run_1/sizes.png
Scale: 2 px per micron.
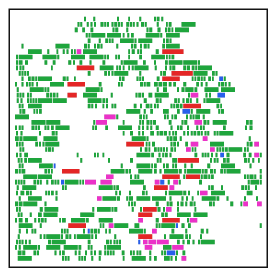
run_1/power_grid.png
Scale: 4 px per micron. Pins as bars on the die edge.
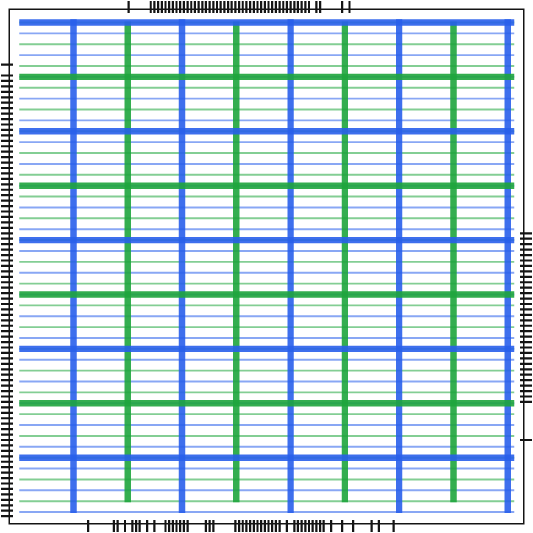
run_1/placement.png
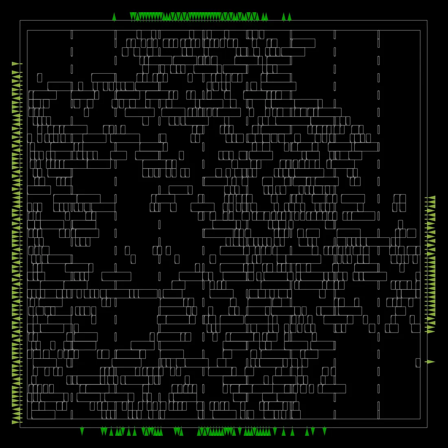
run_1/metal_density.png
Scale: 3 px per micron. The die is cut into 26 by 26 equal tiles; dark purple is low, yellow is high, scaled to the fullest tile. Values are wire area over tile area, all layers added.
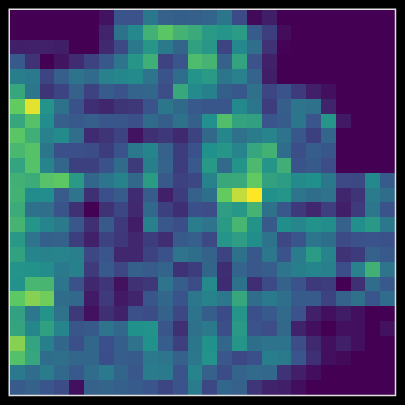
File: src/rtl/soc_debug_ctrl_if.sv
// AXI4-Lite channel bundle between the interconnect and the debug controller.
// The slave side is the debug controller; the master side is the host or testbench.
interface soc_debug_ctrl_if #(
    parameter int ADDR_W = 12,
    parameter int DATA_W = 32
) ();
    localparam int STRB_W = DATA_W / 8;

    logic              awvalid;
    logic              awready;
    logic [ADDR_W-1:0] awaddr;
    logic              wvalid;
    logic              wready;
    logic [DATA_W-1:0] wdata;
    logic [STRB_W-1:0] wstrb;
    logic              bvalid;
    logic              bready;
    logic [1:0]        bresp;
    logic              arvalid;
    logic              arready;
    logic [ADDR_W-1:0] araddr;
    logic              rvalid;
    logic              rready;
    logic [DATA_W-1:0] rdata;
    logic [1:0]        rresp;

    modport master (
        output awvalid, awaddr, wvalid, wdata, wstrb, bready, arvalid, araddr, rready,
        input  awready, wready, bvalid, bresp, arready, rvalid, rdata, rresp
    );

    modport slave (
        input  awvalid, awaddr, wvalid, wdata, wstrb, bready, arvalid, araddr, rready,
        output awready, wready, bvalid, bresp, arready, rvalid, rdata, rresp
    );
endinterface

File: src/rtl/soc_debug_ctrl.sv
// AXI4-Lite debug slave for the rv32i core: halt/resume/step control, PC readback
// and a register-file window with byte-strobe writes done as read-modify-write.
module soc_debug_ctrl #(
    parameter int NUM_REGS       = 32,
    parameter int REG_BASE       = 'h200,
    parameter int STEP_CNT_W     = 16,
    parameter int AXI_ADDR_WIDTH = 12,
    parameter int DATA_WIDTH     = 32,
    parameter int REG_ADDR_WIDTH = 5
) (
    input  logic                      clk,
    input  logic                      rst,
    soc_debug_ctrl_if.slave           s_axi,
    output logic                      cpu_halt,
    input  logic                      cpu_halted,
    output logic                      cpu_step,
    input  logic [DATA_WIDTH-1:0]     cpu_pc,
    output logic [REG_ADDR_WIDTH-1:0] regfile_addr,
    input  logic [DATA_WIDTH-1:0]     regfile_read_data,
    output logic                      regfile_write_enable,
    output logic [DATA_WIDTH-1:0]     regfile_write_data
);
    localparam int AW     = AXI_ADDR_WIDTH;
    localparam int DW     = DATA_WIDTH;
    localparam int STRB_W = DW / 8;
    localparam int RAW    = REG_ADDR_WIDTH;

    localparam logic [AW-1:0] BASE = AW'(REG_BASE);
    localparam logic [AW-1:0] NREG = AW'(NUM_REGS);

    localparam logic [1:0] RESP_OKAY   = 2'b00;
    localparam logic [1:0] RESP_SLVERR = 2'b10;

    localparam logic [2:0] IDLE     = 3'd0;
    localparam logic [2:0] W_MERGE  = 3'd1;
    localparam logic [2:0] W_COMMIT = 3'd2;
    localparam logic [2:0] B_RESP   = 3'd3;
    localparam logic [2:0] R_DATA   = 3'd4;

    typedef struct packed {
        logic           csr;
        logic           win;
        logic [1:0]     sel;
        logic [RAW-1:0] idx;
    } dec_t;

    // csr: aligned hit in the 16-byte CSR block; win: aligned hit on an existing register
    function automatic dec_t decode(input logic [AW-1:0] a);
        dec_t          d;
        logic [AW-1:0] off;
        off   = a - BASE;
        d.csr = (a[1:0] == 2'b00) && ((a >> 4) == '0);
        d.win = (a[1:0] == 2'b00) && (a >= BASE) && ((off >> 2) < NREG);
        d.sel = a[3:2];
        d.idx = off[2 +: RAW];
        return d;
    endfunction

    logic [2:0]            state;
    logic                  last_read;
    logic [STEP_CNT_W-1:0] step_cnt;
    logic [RAW-1:0]        idx_q;
    logic [DW-1:0]         wdata_q;
    logic [STRB_W-1:0]     wstrb_q;
    logic                  do_write;
    logic                  bvalid_q;
    logic [1:0]            bresp_q;
    logic                  rvalid_q;
    logic [1:0]            rresp_q;
    logic [DW-1:0]         rdata_q;

    dec_t aw_d;
    dec_t ar_d;
    logic idle;
    logic grant_w;
    logic grant_r;
    logic wr_hs;
    logic rd_hs;
    logic strb_nz;
    logic strb_full;
    logic w_err;
    logic w_rf;
    logic r_err;
    logic [DW-1:0] r_data;

    assign aw_d      = decode(s_axi.awaddr);
    assign ar_d      = decode(s_axi.araddr);
    assign strb_nz   = |s_axi.wstrb;
    assign strb_full = &s_axi.wstrb;

    // Alternate when both channels are ready; last_read resets high so a write goes first
    assign idle    = (state == IDLE) && !rst;
    assign grant_w = s_axi.awvalid && s_axi.wvalid && (!s_axi.arvalid || last_read);
    assign grant_r = s_axi.arvalid && !grant_w;
    assign wr_hs   = idle && grant_w;
    assign rd_hs   = idle && grant_r;

    assign s_axi.awready = wr_hs;
    assign s_axi.wready  = wr_hs;
    assign s_axi.arready = rd_hs;
    assign s_axi.bvalid  = bvalid_q;
    assign s_axi.bresp   = bresp_q;
    assign s_axi.rvalid  = rvalid_q;
    assign s_axi.rresp   = rresp_q;
    assign s_axi.rdata   = rdata_q;

    // In IDLE the regfile port follows the read address so read data is ready at the AR handshake
    assign regfile_addr         = (state == IDLE) ? ar_d.idx : idx_q;
    assign regfile_write_enable = (state == W_COMMIT) && do_write;
    assign regfile_write_data   = wdata_q;

    always_comb begin
        w_err = 1'b1;
        w_rf  = 1'b0;
        if (aw_d.csr) begin
            case (aw_d.sel)
                2'd0:    w_err = strb_nz && s_axi.wdata[2] && !cpu_halted;
                2'd3:    w_err = 1'b0;
                default: w_err = 1'b1;
            endcase
        end else if (aw_d.win) begin
            w_err = !cpu_halted;
            w_rf  = cpu_halted && strb_nz;
        end
    end

    always_comb begin
        r_err  = 1'b1;
        r_data = '0;
        if (ar_d.csr) begin
            r_err = 1'b0;
            case (ar_d.sel)
                2'd0:    r_data = {{(DW-1){1'b0}}, cpu_halt};
                2'd1:    r_data = {{(DW-1){1'b0}}, cpu_halted};
                2'd2:    r_data = cpu_pc;
                default: r_data = DW'(step_cnt);
            endcase
        end else if (ar_d.win && cpu_halted) begin
            r_err  = 1'b0;
            r_data = regfile_read_data;
        end
    end

    always_ff @(posedge clk) begin
        if (rst) begin
            state     <= IDLE;
            last_read <= 1'b1;
            step_cnt  <= '0;
            idx_q     <= '0;
            wdata_q   <= '0;
            wstrb_q   <= '0;
            do_write  <= 1'b0;
            bvalid_q  <= 1'b0;
            bresp_q   <= RESP_OKAY;
            rvalid_q  <= 1'b0;
            rresp_q   <= RESP_OKAY;
            rdata_q   <= '0;
            cpu_halt  <= 1'b0;
            cpu_step  <= 1'b0;
        end else begin
            cpu_step <= 1'b0;
            case (state)
                IDLE: begin
                    if (wr_hs) begin
                        last_read <= 1'b0;
                        idx_q     <= aw_d.idx;
                        wdata_q   <= s_axi.wdata;
                        wstrb_q   <= s_axi.wstrb;
                        do_write  <= w_rf;
                        bresp_q   <= w_err ? RESP_SLVERR : RESP_OKAY;
                        state     <= (w_rf && !strb_full) ? W_MERGE : W_COMMIT;
                        if (aw_d.csr && !w_err && strb_nz) begin
                            if (aw_d.sel == 2'd0) begin
                                // HALT beats RESUME, and STEP suppresses RESUME
                                if (s_axi.wdata[0])
                                    cpu_halt <= 1'b1;
                                else if (s_axi.wdata[1] && !s_axi.wdata[2])
                                    cpu_halt <= 1'b0;
                                if (s_axi.wdata[2]) begin
                                    cpu_step <= 1'b1;
                                    if (step_cnt != '1)
                                        step_cnt <= step_cnt + 1'b1;
                                end
                            end else if (aw_d.sel == 2'd3) begin
                                step_cnt <= '0;
                            end
                        end
                    end else if (rd_hs) begin
                        last_read <= 1'b1;
                        rvalid_q  <= 1'b1;
                        rdata_q   <= r_data;
                        rresp_q   <= r_err ? RESP_SLVERR : RESP_OKAY;
                        state     <= R_DATA;
                    end
                end
                W_MERGE: begin
                    for (int b = 0; b < STRB_W; b++)
                        if (!wstrb_q[b])
                            wdata_q[8*b +: 8] <= regfile_read_data[8*b +: 8];
                    state <= W_COMMIT;
                end
                W_COMMIT: begin
                    bvalid_q <= 1'b1;
                    state    <= B_RESP;
                end
                B_RESP: begin
                    if (s_axi.bready) begin
                        bvalid_q <= 1'b0;
                        state    <= IDLE;
                    end
                end
                R_DATA: begin
                    if (s_axi.rready) begin
                        rvalid_q <= 1'b0;
                        state    <= IDLE;
                    end
                end
                default: state <= IDLE;
            endcase
        end
    end
endmodule
File: src/flat_wrapper.sv
// flat-port wrapper written by rule: the top's interface ports become plain ports
module soc_debug_ctrl_flat 
#(
    parameter int NUM_REGS       = 32,
    parameter int REG_BASE       = 'h200,
    parameter int STEP_CNT_W     = 16,
    parameter int AXI_ADDR_WIDTH = 12,
    parameter int DATA_WIDTH     = 32,
    parameter int REG_ADDR_WIDTH = 5
)
  (clk, rst, cpu_halt, cpu_halted, cpu_step, cpu_pc, regfile_addr, regfile_read_data, regfile_write_enable, regfile_write_data, s_axi_awvalid, s_axi_awaddr, s_axi_wvalid, s_axi_wdata, s_axi_wstrb, s_axi_bready, s_axi_arvalid, s_axi_araddr, s_axi_rready, s_axi_awready, s_axi_wready, s_axi_bvalid, s_axi_bresp, s_axi_arready, s_axi_rvalid, s_axi_rdata, s_axi_rresp);
  soc_debug_ctrl_if s_axi_i ();
  input  logic clk;
  input  logic rst;
  output logic cpu_halt;
  input  logic cpu_halted;
  output logic cpu_step;
  input  logic [DATA_WIDTH-1:0] cpu_pc;
  output logic [REG_ADDR_WIDTH-1:0] regfile_addr;
  input  logic [DATA_WIDTH-1:0] regfile_read_data;
  output logic regfile_write_enable;
  output logic [DATA_WIDTH-1:0] regfile_write_data;
  input wire logic [$bits(s_axi_i.awvalid)-1:0] s_axi_awvalid;
  input wire logic [$bits(s_axi_i.awaddr)-1:0] s_axi_awaddr;
  input wire logic [$bits(s_axi_i.wvalid)-1:0] s_axi_wvalid;
  input wire logic [$bits(s_axi_i.wdata)-1:0] s_axi_wdata;
  input wire logic [$bits(s_axi_i.wstrb)-1:0] s_axi_wstrb;
  input wire logic [$bits(s_axi_i.bready)-1:0] s_axi_bready;
  input wire logic [$bits(s_axi_i.arvalid)-1:0] s_axi_arvalid;
  input wire logic [$bits(s_axi_i.araddr)-1:0] s_axi_araddr;
  input wire logic [$bits(s_axi_i.rready)-1:0] s_axi_rready;
  output wire logic [$bits(s_axi_i.awready)-1:0] s_axi_awready;
  output wire logic [$bits(s_axi_i.wready)-1:0] s_axi_wready;
  output wire logic [$bits(s_axi_i.bvalid)-1:0] s_axi_bvalid;
  output wire logic [$bits(s_axi_i.bresp)-1:0] s_axi_bresp;
  output wire logic [$bits(s_axi_i.arready)-1:0] s_axi_arready;
  output wire logic [$bits(s_axi_i.rvalid)-1:0] s_axi_rvalid;
  output wire logic [$bits(s_axi_i.rdata)-1:0] s_axi_rdata;
  output wire logic [$bits(s_axi_i.rresp)-1:0] s_axi_rresp;
  assign s_axi_i.awvalid = s_axi_awvalid;
  assign s_axi_i.awaddr = s_axi_awaddr;
  assign s_axi_i.wvalid = s_axi_wvalid;
  assign s_axi_i.wdata = s_axi_wdata;
  assign s_axi_i.wstrb = s_axi_wstrb;
  assign s_axi_i.bready = s_axi_bready;
  assign s_axi_i.arvalid = s_axi_arvalid;
  assign s_axi_i.araddr = s_axi_araddr;
  assign s_axi_i.rready = s_axi_rready;
  assign s_axi_awready = s_axi_i.awready;
  assign s_axi_wready = s_axi_i.wready;
  assign s_axi_bvalid = s_axi_i.bvalid;
  assign s_axi_bresp = s_axi_i.bresp;
  assign s_axi_arready = s_axi_i.arready;
  assign s_axi_rvalid = s_axi_i.rvalid;
  assign s_axi_rdata = s_axi_i.rdata;
  assign s_axi_rresp = s_axi_i.rresp;
  soc_debug_ctrl #(.NUM_REGS(NUM_REGS), .REG_BASE(REG_BASE), .STEP_CNT_W(STEP_CNT_W), .AXI_ADDR_WIDTH(AXI_ADDR_WIDTH), .DATA_WIDTH(DATA_WIDTH), .REG_ADDR_WIDTH(REG_ADDR_WIDTH)) u_core (.clk(clk), .rst(rst), .s_axi(s_axi_i), .cpu_halt(cpu_halt), .cpu_halted(cpu_halted), .cpu_step(cpu_step), .cpu_pc(cpu_pc), .regfile_addr(regfile_addr), .regfile_read_data(regfile_read_data), .regfile_write_enable(regfile_write_enable), .regfile_write_data(regfile_write_data));
endmodule
File: config.mk
export PLATFORM = sky130hd
export DESIGN_NAME = soc_debug_ctrl_flat
export DESIGN_NICKNAME = d
export VERILOG_FILES = /design/src/rtl/soc_debug_ctrl_if.sv /design/src/rtl/soc_debug_ctrl.sv /design/src/flat_wrapper.sv
export SDC_FILE = /design/constraint.sdc
export NUM_CORES = 1
export LEC_CHECK = 0
export ABC_AREA = 1
export CORE_MARGIN = 2
export CORE_UTILIZATION = 35
export DETAILED_ROUTE_END_ITERATION = 7
export DONT_BUFFER_PORTS = 1
export PLACE_DENSITY = 0.58
export SYNTH_ARGS = -nofsm -noshare
export SYNTH_HDL_FRONTEND = slang
export SYNTH_SLANG_ARGS = --single-unit
File: constraint.sdc
create_clock -name clk -period 2.7 [get_ports clk]
set_input_delay 0.81 -clock clk [delete_from_list [all_inputs] [get_ports clk]]
set_output_delay 0.81 -clock clk [all_outputs]
set_load 0.05 [all_outputs]
==> reports/results.ini, run 1 <==
[setup_path]
cpPeakStageDelay_ns=0.50
startpoint=u_core.state[1]
worst-r2r-setup-slack_ns=0.70
worstSetupPathType=register to output pin

[logic_synthesis]
xor_area_share_pct=0.486
ys_seq_share_pct=37.1
synth.distinct_cells=32
syn-cell-area_sq_um=5400
ys_sh_mux_pct=0
ys_cells=855

[floorplanning]
fp_util_pct=35.7
die_h_microns=128
row_count=45
core_area_sq_um=15100
pin_count=213

[finish]
final_nets=980
stdcell_area_sq_um=5990
layout.cells.most_common=nand2_1

[timing]
rsz0062_at_grt=no

[pwr]
power_density_nw_per_um2=667
intPower_mw=2.66
seqPwrFrac_pct=49.4
p_clk_share_pct=38.2

[cts]
cts_max_level=3
cts.sink_count=100
clk_pin_slew_ns=0.07

[run_status]
outcome=finished, final reports clean

[placed_design]
placed_cell_area_sq_um=5640
dp_hpwl_mm=13.1

[drt]
vias_per_cell=5.07
wl_met1_mm=7.60
dr.pass1.iters=6
first_iter_violations=337

[grt]
grt_start_max_net_pins=86
antenna_found_initial=0
met2_usage_pct=35.0
overflow=0

Back to the opening pictures, sizes.png:
| size | colour | cells | share |
|---|---|---|---|
| _3 and _4 cells | magenta | 32 | 3.8% |
| _2 cells | blue | 11 | 1.3% |
| _0 and _1 cells | green | 789 | 93% |
| _6 and larger | red | 18 | 2.1% |

Back to the opening pictures, power_grid.png:
| net | colour |
|---|---|
| VSS | blue |
| VDD | green |
met4 straps: 9
signal pins: 213
rows: 45

Back to the opening pictures, placement.png:
FILL cells: 1589
num sequential: 100

Back to the opening pictures, metal_density.png:
emptiest ninth of the die: north-east
fullest tile: 0.61
nearly empty tiles: 15%
tiles over half the peak: 15%
mean over tiles: 0.18

## run 1: registers in the layout, indices dropped and copies added (netlist names)
name,flops
u_core.cpu_halt,1
u_core.cpu_step,1
u_core.do_write,1
u_core.idx_q,5
u_core.last_read,1
u_core.regfile_write_data,32
u_core.s_axi.bresp,1
u_core.s_axi.bvalid,1
u_core.s_axi.rdata,32
u_core.s_axi.rresp,1
u_core.s_axi.rvalid,1
u_core.state,3
u_core.step_cnt,16
u_core.wstrb_q,4
## run 1: stage by stage
stage          hold WS (ns)  power, mW  setup slack [ns]
6_report              0.487       3.99             0.125
5_1_grt               0.511       4.15            0.0168
4_1_cts               0.491       4.02            0.0909
3_5_place_dp          0.480       2.51             0.418
3_3_place_gp          0.468       2.51             0.446
2_1_floorplan         0.430       2.37           -0.0561
## run 1: logic make-up (layout without fill, tap and decap cells)
kind of cell,Yosys count,in the layout
AND/OR/NAND/NOR,507,507
AND-OR/OR-AND,132,132
buffers and inverters,109,103
flip-flops,100,100
adder cells (fa/ha/maj),3,3
XOR/XNOR,3,3
other,1,2
## run 1: area by class of cell
cell class | count | area (sq um)
multi-input combinational | 647 | 2950
tap | 188 | 235
clock inverter | 6 | 111
clock buffer | 10 | 239
sequential | 100 | 2000
timing repair buffer | 20 | 200
fill | 1589 | 9160
inverter | 67 | 251
## run 1: cell usage after synthesis
library cell / n / area (sq um)
buf_2: 9 / 45.0
a21oi_1: 28 / 140
nand2_4: 2 / 22.5
nor2_8: 1 / 20.0
nand2_2: 1 / 6.26
nand3_4: 1 / 17.5
o21ai_0: 83 / 415
ha_1: 3 / 37.5
dfxtp_1: 100 / 2000
nor4_2: 1 / 12.5
xor2_1: 1 / 8.76
a31oi_1: 10 / 62.6
buf_6: 1 / 11.3
nand4_1: 13 / 81.3
nor3_4: 1 / 16.3
o211ai_1: 2 / 15.0
nand3_1: 61 / 305
xnor2_1: 2 / 17.5
buf_4: 9 / 67.6
nor2_4: 5 / 56.3
inv_2: 4 / 15.0
nor2_1: 145 / 544
inv_1: 63 / 236
o21a_1: 1 / 7.51
o21bai_2: 2 / 22.5
nor3_1: 8 / 40.0
clkbuf_1: 23 / 86.3
conb_1: 1 / 3.75
nand2_1: 266 / 998
a21oi_4: 4 / 65.1
nor2_2: 2 / 12.5
o21ai_1: 2 / 10.0
## run 1: worst min-delay path by stage
stage | start | endpoint | cells after the start
3_5_place_dp | u_core.idx_q[0] | u_core.idx_q[0] | 2
4_1_cts | u_core.step_cnt[15] | u_core.step_cnt[15] | 2
2_1_floorplan | u_core.idx_q[4] | u_core.idx_q[4] | 2
6_report | u_core.idx_q[3] | u_core.idx_q[3] | 2
5_1_grt | u_core.step_cnt[15] | u_core.step_cnt[15] | 2
3_3_place_gp | u_core.step_cnt[15] | u_core.step_cnt[15] | 2
## run 1: power by group through the flow
stage | sequential, mW | combinational (mW) | clock [mW]
floorplan | 1.97 | 0.395 | 0
global placement | 2.01 | 0.495 | 0
detailed placement | 2.01 | 0.499 | 0
CTS | 1.97 | 0.501 | 1.55
global route | 1.99 | 0.566 | 1.60
finish | 1.97 | 0.495 | 1.53
run_1/detail.png
Window x 39 to 89, y 65 to 115 microns. Cells in grey, sequential cells in the stronger grey; small squares are vias.
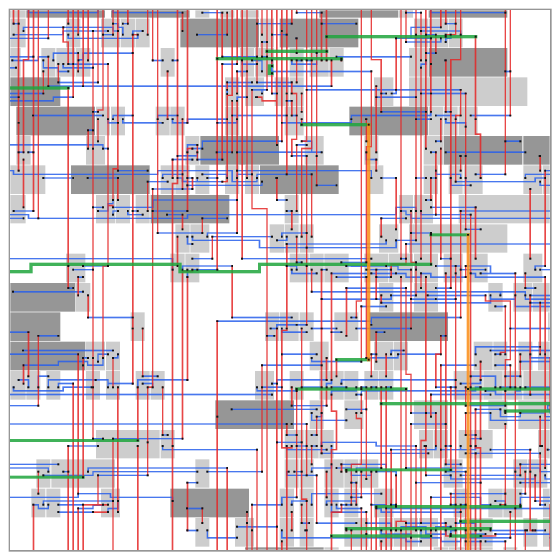

==> run 2, diff against run 1 <==
- CORE_MARGIN: 2 -> default
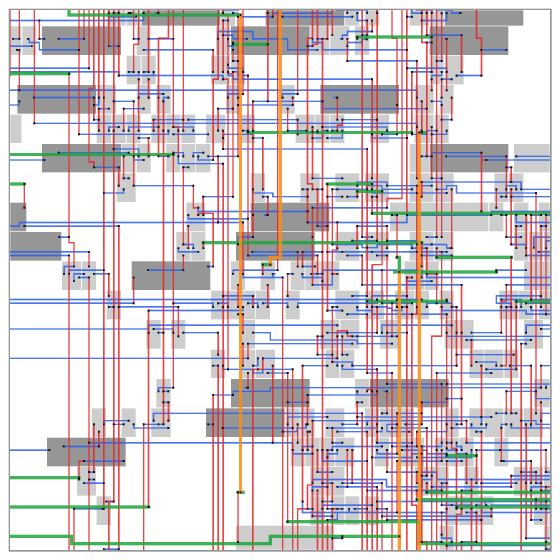
run_2/detail.png
Window x 38 to 88, y 63 to 113 microns. Cells in grey, sequential cells in the stronger grey; small squares are vias.
| layer | colour |
|---|---|
| metal 4 | orange |
| metal 3 | green |
| metal 2 | red |
| metal 1 | blue |
most frequent: nand2_1 (65), nor2_1 (25), dfxtp_1 (18)
cells with their middle in the window: 173
netlist names of flops here include: `u_core.s_axi.rdata` (9), `u_core.regfile_write_data` (6), `u_core.step_cnt` (3)
sequential cells in the window: 18

==> run 2 against run 1 <==
Effect of this change: register-to-register slack improved by 0.03 ns; cell count decreased by 0.19%; sequential share of layout area increased by 0.42 points; combinational power about the same; design area decreased by 1.2%; synthesized cell count unchanged; fmax decreased by 1.0%; critical path depth increased by 1; largest cell class unchanged.
==> reports/results.ini, run 2 <==
[run_status]
outcome=finished, final reports clean

[logic_synthesis]
synth-edff-count=0  ; unchanged
synthArstFlopShare_pct=0  ; unchanged
synthTopCellsByCount=266 x nand2_1, 145 x nor2_1, 100 x dfxtp_1
ys_seq_share_pct=37.1  ; unchanged
syn-cell-area_sq_um=5400  ; unchanged
area_leaders=dfxtp_1 37%, nand2_1 18%, nor2_1 10%
top_area_cell=dfxtp_1
top_area_share_pct=37.1  ; unchanged
ys_cells=855  ; unchanged

[timing]
rsz0062_at_grt=no

[pwr]
power_density_nw_per_um2=644  ; -3.4%

[drt]
vias_per_cell=5.14  ; +1.4%

[hold_path]
hold_path_depth=2  ; unchanged
min_from=u_core.idx_q[3]
whs_endpoint=u_core.idx_q[3]

[grt]
grt_start_max_net_pins=86  ; unchanged
antenna_found_initial=0  ; unchanged

[finish]
fillerInstances=1643  ; +3.4%

[setup_path]
worst-r2r-setup-slack_ns=0.73  ; +0.03 ns

run 2: cell types whose count changed in the layout (fill, tap and decap cells not counted), sizes merged:
| cell | before | now |
|---|---|---|
| bufinv | 3 | 1 |
| buf | 20 | 18 |
| clkbuf | 10 | 12 |
run 2: kinds of logic after synthesis:
| kind of cell | Yosys count | share of synthesized area, % |
|---|---|---|
| flip-flops | 100 | 37.1 |
| XOR/XNOR | 3 | 0.486 |
| adder cells (fa/ha/maj) | 3 | 0.695 |
| other | 1 | 0.0694 |
| buffers and inverters | 109 | 8.55 |
| AND/OR/NAND/NOR | 507 | 39.5 |
| AND-OR/OR-AND | 132 | 13.7 |
run 2: metrics by stage:
| stage | hold slack, ns | TNS (ns) | setup WS, ns |
|---|---|---|---|
| 2_1_floorplan | 0.430 | -0.0561 | -0.0561 |
| 3_3_place_gp | 0.464 | 0 | 0.458 |
| 3_5_place_dp | 0.480 | 0 | 0.443 |
| 4_1_cts | 0.490 | 0 | 0.0763 |
| 5_1_grt | 0.513 | 0 | 0.0361 |
| 6_report | 0.490 | 0 | 0.0994 |
run 2: worst max path at each step:
stage | start | endpoint | cells after the start
floorplan | rst | s_axi_wready | 7
CTS | u_core.state[1] | regfile_addr[4] | 4
detailed placement | rst | u_core.regfile_write_data[9] | 9
finish | u_core.state[1] | regfile_addr[4] | 5
global placement | u_core.state[1] | regfile_addr[4] | 4
global route | u_core.state[1] | regfile_addr[4] | 5
run 2: power breakdown:
group	leakage [nW]	internal [mW]	switching [mW]
Clock	0.149	0.768	0.578
Sequential	0.815	1.58	0.393
Combinational	1.62	0.148	0.346
run 2: layer usage:
| layer | wire, microns | share of wire [%] | global-route usage (%) |
|---|---|---|---|
| met2 | 7960 | 46 | 36.3 |
| met1 | 7300 | 42 | 26.7 |
| met3 | 1670 | 9.6 | 7.05 |
| met5 | 0 | 0 | 0 |
| met4 | 401 | 2.3 | 7.87 |
run 2: layout make-up:
type,count,share of cell area (%)
Multi-Input combinational cell,647,49.9
Sequential cell,100,33.8
Clock buffer,12,4.34
Inverter,67,4.25
Tap cell,188,3.98
Timing Repair Buffer,18,2.92
Clock inverter,4,0.804
run 2: critical path, cell delays in order, from the launching register on:
cell,delay (ns)
dfxtp_1,0.50
nor2_4,0.09
nand2_1,0.37
nor2_1,0.07
a21oi_1,0.19
buf_4,0.24
Power is estimated from default activity; no workload was simulated.
